### src/rtl/sc_stream_decoder.sv
// sc_stream_decoder: counts the ones in a stochastic bitstream over a window of
// 2^WIDTH cycles. It then offers the result on a valid/ready style output.
// The FSM has three states: IDLE waits for start, COUNT takes the samples, and
// HOLD keeps the result until the consumer takes it.
// Optional build macro SC_DEC_BIPOLAR_EN: when defined, the result is reported
// as 2*ones - 2^WIDTH in two's complement. When undefined, the raw ones count
// is reported, zero-extended.
module sc_stream_decoder #(
  parameter int WIDTH = 8
) (
  input  logic             clk,
  input  logic             rst,
  input  logic             start,
  input  logic             stream_in,
  input  logic             out_ready,
  output logic             busy,
  output logic [WIDTH+1:0] value,
  output logic             value_valid
);

  typedef enum logic [1:0] {
    ST_IDLE  = 2'd0,
    ST_COUNT = 2'd1,
    ST_HOLD  = 2'd2
  } state_t;

  localparam logic [WIDTH-1:0] CNT_LAST    = {WIDTH{1'b1}};
  localparam logic [WIDTH-1:0] CNT_ONE     = {{(WIDTH-1){1'b0}}, 1'b1};
  localparam logic [WIDTH-1:0] CNT_ZERO    = {WIDTH{1'b0}};
  localparam logic [WIDTH:0]   ONES_ZERO   = {(WIDTH+1){1'b0}};
  localparam logic [WIDTH+1:0] VALUE_ZERO  = {(WIDTH+2){1'b0}};
  localparam logic [WIDTH+1:0] WINDOW_SIZE = {2'b01, {WIDTH{1'b0}}};

  state_t           state_q, state_d;
  logic [WIDTH-1:0] cnt_q, cnt_d;
  logic [WIDTH:0]   ones_q, ones_d;
  logic [WIDTH+1:0] value_q, value_d;
  logic             valid_q, valid_d;
  logic             busy_q, busy_d;
  logic [WIDTH:0]   ones_inc_s;

  // Map a raw ones count to the reported encoding.
  // Both branches produce a result of WIDTH+2 bits.
  function automatic logic [WIDTH+1:0] convert_count(input logic [WIDTH:0] ones);
    logic [WIDTH+1:0] twice;
    twice = {ones, 1'b0};
`ifdef SC_DEC_BIPOLAR_EN
    // Subtracting modulo 2^(WIDTH+2) gives the two's complement result directly.
    return twice - WINDOW_SIZE;
`else
    return {1'b0, ones} | (twice & VALUE_ZERO);
`endif
  endfunction

  // Ones count including the current sample. The counter is WIDTH+1 bits, so
  // it cannot wrap even when all 2^WIDTH samples are ones.
  assign ones_inc_s = ones_q + {{WIDTH{1'b0}}, stream_in};

  // Next-state and datapath updates for the IDLE/COUNT/HOLD sequence.
  always_comb begin
    state_d = state_q;
    cnt_d   = cnt_q;
    ones_d  = ones_q;
    value_d = value_q;
    valid_d = valid_q;
    case (state_q)
      ST_IDLE: begin
        if (start) begin
          state_d = ST_COUNT;
          cnt_d   = CNT_ZERO;
          ones_d  = ONES_ZERO;
        end else begin
          state_d = ST_IDLE;
        end
      end
      ST_COUNT: begin
        // start is deliberately ignored while a window is being counted.
        ones_d = ones_inc_s;
        cnt_d  = cnt_q + CNT_ONE;
        if (cnt_q == CNT_LAST) begin
          state_d = ST_HOLD;
          value_d = convert_count(ones_inc_s);
          valid_d = 1'b1;
        end else begin
          state_d = ST_COUNT;
        end
      end
      ST_HOLD: begin
        if (out_ready) begin
          valid_d = 1'b0;
          if (start) begin
            // The handshake completes and a new window starts with no idle gap.
            state_d = ST_COUNT;
            cnt_d   = CNT_ZERO;
            ones_d  = ONES_ZERO;
          end else begin
            state_d = ST_IDLE;
          end
        end else begin
          state_d = ST_HOLD;
        end
      end
      default: begin
        state_d = ST_IDLE;
        valid_d = 1'b0;
      end
    endcase
    busy_d = (state_d == ST_COUNT);
  end

  // State and output registers; a synchronous reset discards any partial window.
  always_ff @(posedge clk) begin
    if (rst) begin
      state_q <= ST_IDLE;
      cnt_q   <= CNT_ZERO;
      ones_q  <= ONES_ZERO;
      value_q <= VALUE_ZERO;
      valid_q <= 1'b0;
      busy_q  <= 1'b0;
    end else begin
      state_q <= state_d;
      cnt_q   <= cnt_d;
      ones_q  <= ones_d;
      value_q <= value_d;
      valid_q <= valid_d;
      busy_q  <= busy_d;
    end
  end

  assign busy        = busy_q;
  assign value       = value_q;
  assign value_valid = valid_q;

endmodule

### config.mk
export PLATFORM = sky130hd
export DESIGN_NAME = sc_stream_decoder
export DESIGN_NICKNAME = d
export VERILOG_FILES = /design/src/rtl/sc_stream_decoder.sv
export SDC_FILE = /design/constraint.sdc
export NUM_CORES = 1
export LEC_CHECK = 0
export CAP_MARGIN = 10
export CORE_ASPECT_RATIO = 0.9
export CORE_UTILIZATION = 58
export DETAILED_ROUTE_END_ITERATION = 16
export PLACE_DENSITY = 0.83
export SLEW_MARGIN = 5
export SYNTH_ARGS = -nofsm -noshare
export SYNTH_HDL_FRONTEND = slang
export SYNTH_SLANG_ARGS = --single-unit
### constraint.sdc
create_clock -name clk -period 2.5 [get_ports clk]
set_clock_uncertainty 0.2 [all_clocks]
set_input_delay 0.625 -clock clk [delete_from_list [all_inputs] [get_ports clk]]
set_output_delay 0.625 -clock clk [all_outputs]
set_load 0.01 [all_outputs]
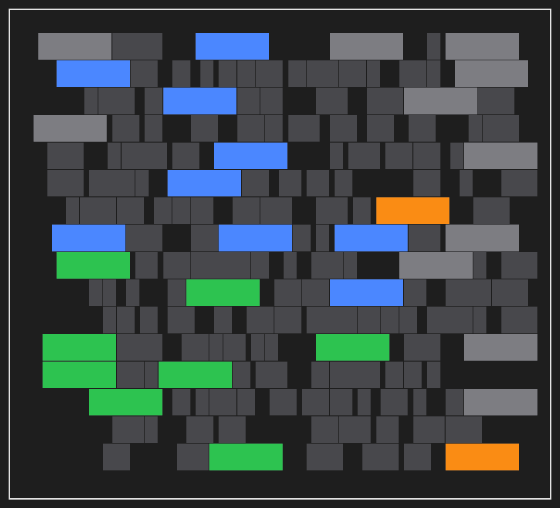
Fig. 1. Sequential cells coloured by netlist name.
Other sequential cells in the stronger grey, the rest of the logic in the fainter grey.
[cnt_q] green | placed flops: 8
[ones_q] blue | placed flops: 9
[state_q] orange | placed flops: 2
not coloured: 11

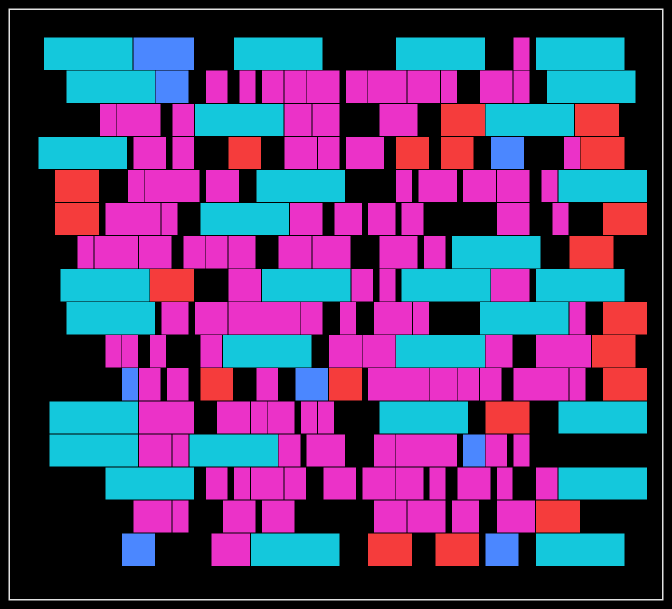
Fig. 2. Cell classes on the final placement.
[flops] cyan | cells: 30 | share of their area: 38%
[clock drivers and dummy loads] blue | cells: 8 | share of their area: 3.8%
[combinational and other logic] magenta | cells: 113 | share of their area: 46%
[other buffers and delay cells] red | cells: 20 | share of their area: 12%
Seq area share: 37.2%
post-layout util: 72.6%
num rows: 16

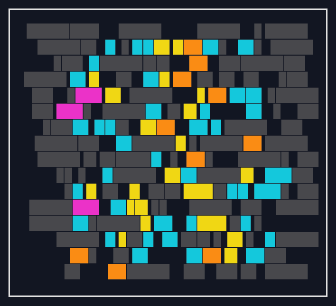
Fig. 3. Logic cells by family.
[NAND gates] yellow | cells: 21
[inverting AOI/OAI gates] cyan | cells: 39
[XOR/XNOR gates] orange | cells: 10
[adder and majority cells] magenta | cells: 3

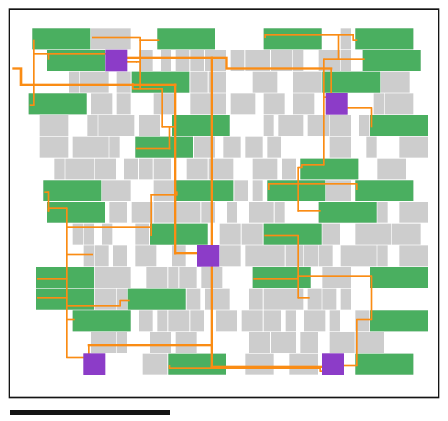
Fig. 4. Clock distribution.
Bar = 20 µm.
[clock wires] orange | length: 402 µm
[clock drivers] purple | count: 5
[flip-flops] green | count: 30
flops lie: spread over the die
clock share of power: 35.4%
clk_lat worst skew: 0.33 ns

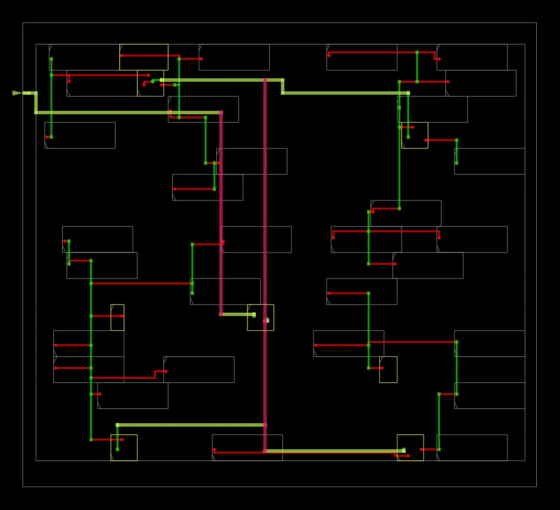
Fig. 5. The clock network.
Clk. pwr: 0.304 mW
num sequential: 30
Num CTS Buffers: 5
Clock Sinks: 30

==> CHANGELOG.md <==
### Changed

* Clock Tree Buf Depth at 2
* Placed Area at 1550 µm²
* Ys async rst share at 0%
* Achievable Freq at 478 MHz
* Crit. End Element: flop
* Setup-failing EPs final at 0
* Post-Syn Area at 1390 µm²
* Final net count at 178
* CP Max Fanout at 7
* Area delta synth->final at 15.8%
* Hold_buf cts at 0
* First-pass GRT wire length at 4710 µm
* Final cycle utilization of the critical path at 83.7%
* Final min period at 2.09 ns
* WL final at 2780 µm
* Routability cong. at 0.811
* Count leader, synth: dfxtp_1
* Critical Path RT at 2.57 ns
* Cell area leaders: dfxtp_1 43%, nor2_1 5.9%, xnor2_1 4.4%
* Peak supply drop at 0.559 mV
* Flops out of synthesis at 30
* CTS tree: yes
* Leakage power at 0.531 nW
* Post-route DRC at 0
* TritonRoute pass-1 iters at 4
* Register area share after synthesis at 43.1%
* Run status: finished clean
* All-Layer GR Usage at 26.0%
* I/O pin count at 17
* Yosys stat cell total at 152
* Post-synth top area cell: dfxtp_1
* Critical path class: input port to flop
* CTS H-tree depth at 2
* GRT overflow at 0
* Post-route antenna net violation count at 0
* Synth cell types at 35
* Max Cap Viol at 0
* Hpwl dp at 1990 µm
* CP startpoint kind: input port
* Pwr/cell area at 532 nW/µm²
* Largest net degree at the start of global routing at 17
* Mapped Cells at 152
* Dpl cells at 190
* Net count after synthesis at 160
* EDFF count, synth at 0
* Setup Fix Bufs, Post-CTS at 0
* Die Ht at 48.5 µm
* Vias in the first global route at 1098
* Chip area in the Yosys report at 1390 µm²
* Hold crit path type: flop to flop
* Fin Hold WS at 0.296 ns
* Hold Violations, Final at 0
* Die Wd at 53.7 µm
* Initial drt markers at 26
* Area leader share at 43.1%
* PortBufs at 15
* Fin cells at 198
* Chip area at 2600 µm²
* Via count at 1158
* Layout cell share with drive strength beyond 1 at 10.5%
* RSZ-0062 raised after global routing: false
* Post-CTS sizing at 0
* Dominant flop cell: dfxtp_1
* Syn_area_per_cell at 9.16 µm²
* Synth cell count leaders: 30 x dfxtp_1, 22 x nor2_1, 12 x a21oi_1
* Worst-margin pin slew at 0.601 ns
* CP arrival at 2.16 ns
* Antenna violations before repair at 0
* Yosys Warn Count at 0
* Clock root cell: clkbuf_4
* Clock Pin Slew Worst Setup and Hold Paths at 0.09 ns
* # diodes at 0
* Floorplan utilization at 62.7%
* Via density at 5.85
* WL/cell at 14.0 µm
* Tool warnings at 26
* Max-slew headroom at 59.9%
* Total core area at 2220 µm²
* Final max-slew violation count at 0
* Fin Setup TNS at 0 ns
* Post-route cell area at 1610 µm²
[registers in the layout, indices dropped and copies added (netlist names)]
| register | cells |
|---|---|
| value_valid | 1 |
| ones_q | 9 |
| value | 9 |
| busy | 1 |
| state_q | 2 |
| cnt_q | 8 |
[worst paths after layout]
path | from | end | slack [ns] | cells after the start
setup / recovery | out_ready | cnt_q[6] | 0.41 | 5
hold / removal | cnt_q[6] | cnt_q[6] | 0.30 | 2
setup reg to reg | cnt_q[3] | state_q[1] | 0.67 | 5
hold reg to reg | cnt_q[6] | cnt_q[6] | 0.30 | 2
[where the power goes]
group,internal (mW),switching (mW),leakage [nW],total (mW)
clock,0.136,0.168,0.0353,0.304
sequential,0.483,0.00573,0.242,0.489
combinational,0.0273,0.0377,0.254,0.0650
total,0.646,0.211,0.531,0.858
[per-stage QoR]
stage	utilization, %	power, mW	worst slack, ns
final	72.6	0.858	0.407
after detailed placement	69.9	0.564	0.0630
after global routing	72.6	0.893	0.292
after CTS	72.6	0.869	0.416
after global placement	69.9	0.562	0.0915
after floorplan	-	0.543	0.660
[metal layers]
| layer | vias to the layer above | wire length (µm) | global-route usage, % |
|---|---|---|---|
| met1 | 549 | 1310 | 29.8 |
| met4 | 0 | 59 | 13.2 |
| met5 | - | 0 | 0 |
| met3 | 6 | 137 | 11.0 |
| li1 | 580 | - | - |
| met2 | 23 | 1280 | 40.2 |
[worst max-delay path, stage by stage]
cell and delay (ns):
clkdlybuf4s50_1 0.53, nand2b_4 0.08, a21o_1 0.25, or4_1 0.51, a21oi_1 0.15
[cells in the final DEF (no fill, tap or decap), drive strengths merged]
master and instances:
a2111oi 1, a211oi 9, a21o 1, a21oi 12
a221oi 1, a22oi 3, a311oi 1, and2 2
and3 1, buf 5, clkbuf 7, clkdlybuf4s50 15
clkinv 1, conb 1, dfxtp 30, ha 3
inv 3, mux2i 2, nand2 3, nand2b 4
nand3 7, nand3b 5, nand4 2, nor2 23
nor2b 1, nor3 1, o21ai 6, o31ai 6
or3 2, or4 3, xnor2 7, xor2 3
[cells by family (layout without fill, tap and decap cells)]
kind of cell / Yosys count / in the layout / synth area share, %
other cells: 1 / 1 / 0.269
fa+ha+maj: 3 / 3 / 2.70
simple gates: 54 / 54 / 21.7
xor+xnor: 10 / 10 / 6.29
buf+inv: 12 / 31 / 5.21
flops: 30 / 30 / 43.1
compound gates: 40 / 40 / 19.3
mux: 2 / 2 / 1.44
[layout make-up]
| type | count | area (µm²) |
|---|---|---|
| clock buffers | 7 | 55.1 |
| clock inverters | 1 | 5.00 |
| fillers | 189 | 609 |
| inverters | 3 | 11.3 |
| multi-input cells | 110 | 719 |
| flip-flops and latches | 30 | 601 |
| well taps | 27 | 33.8 |
| repair buffers | 20 | 188 |
Power figures rest on the tool's default switching activity, not on a simulated workload.
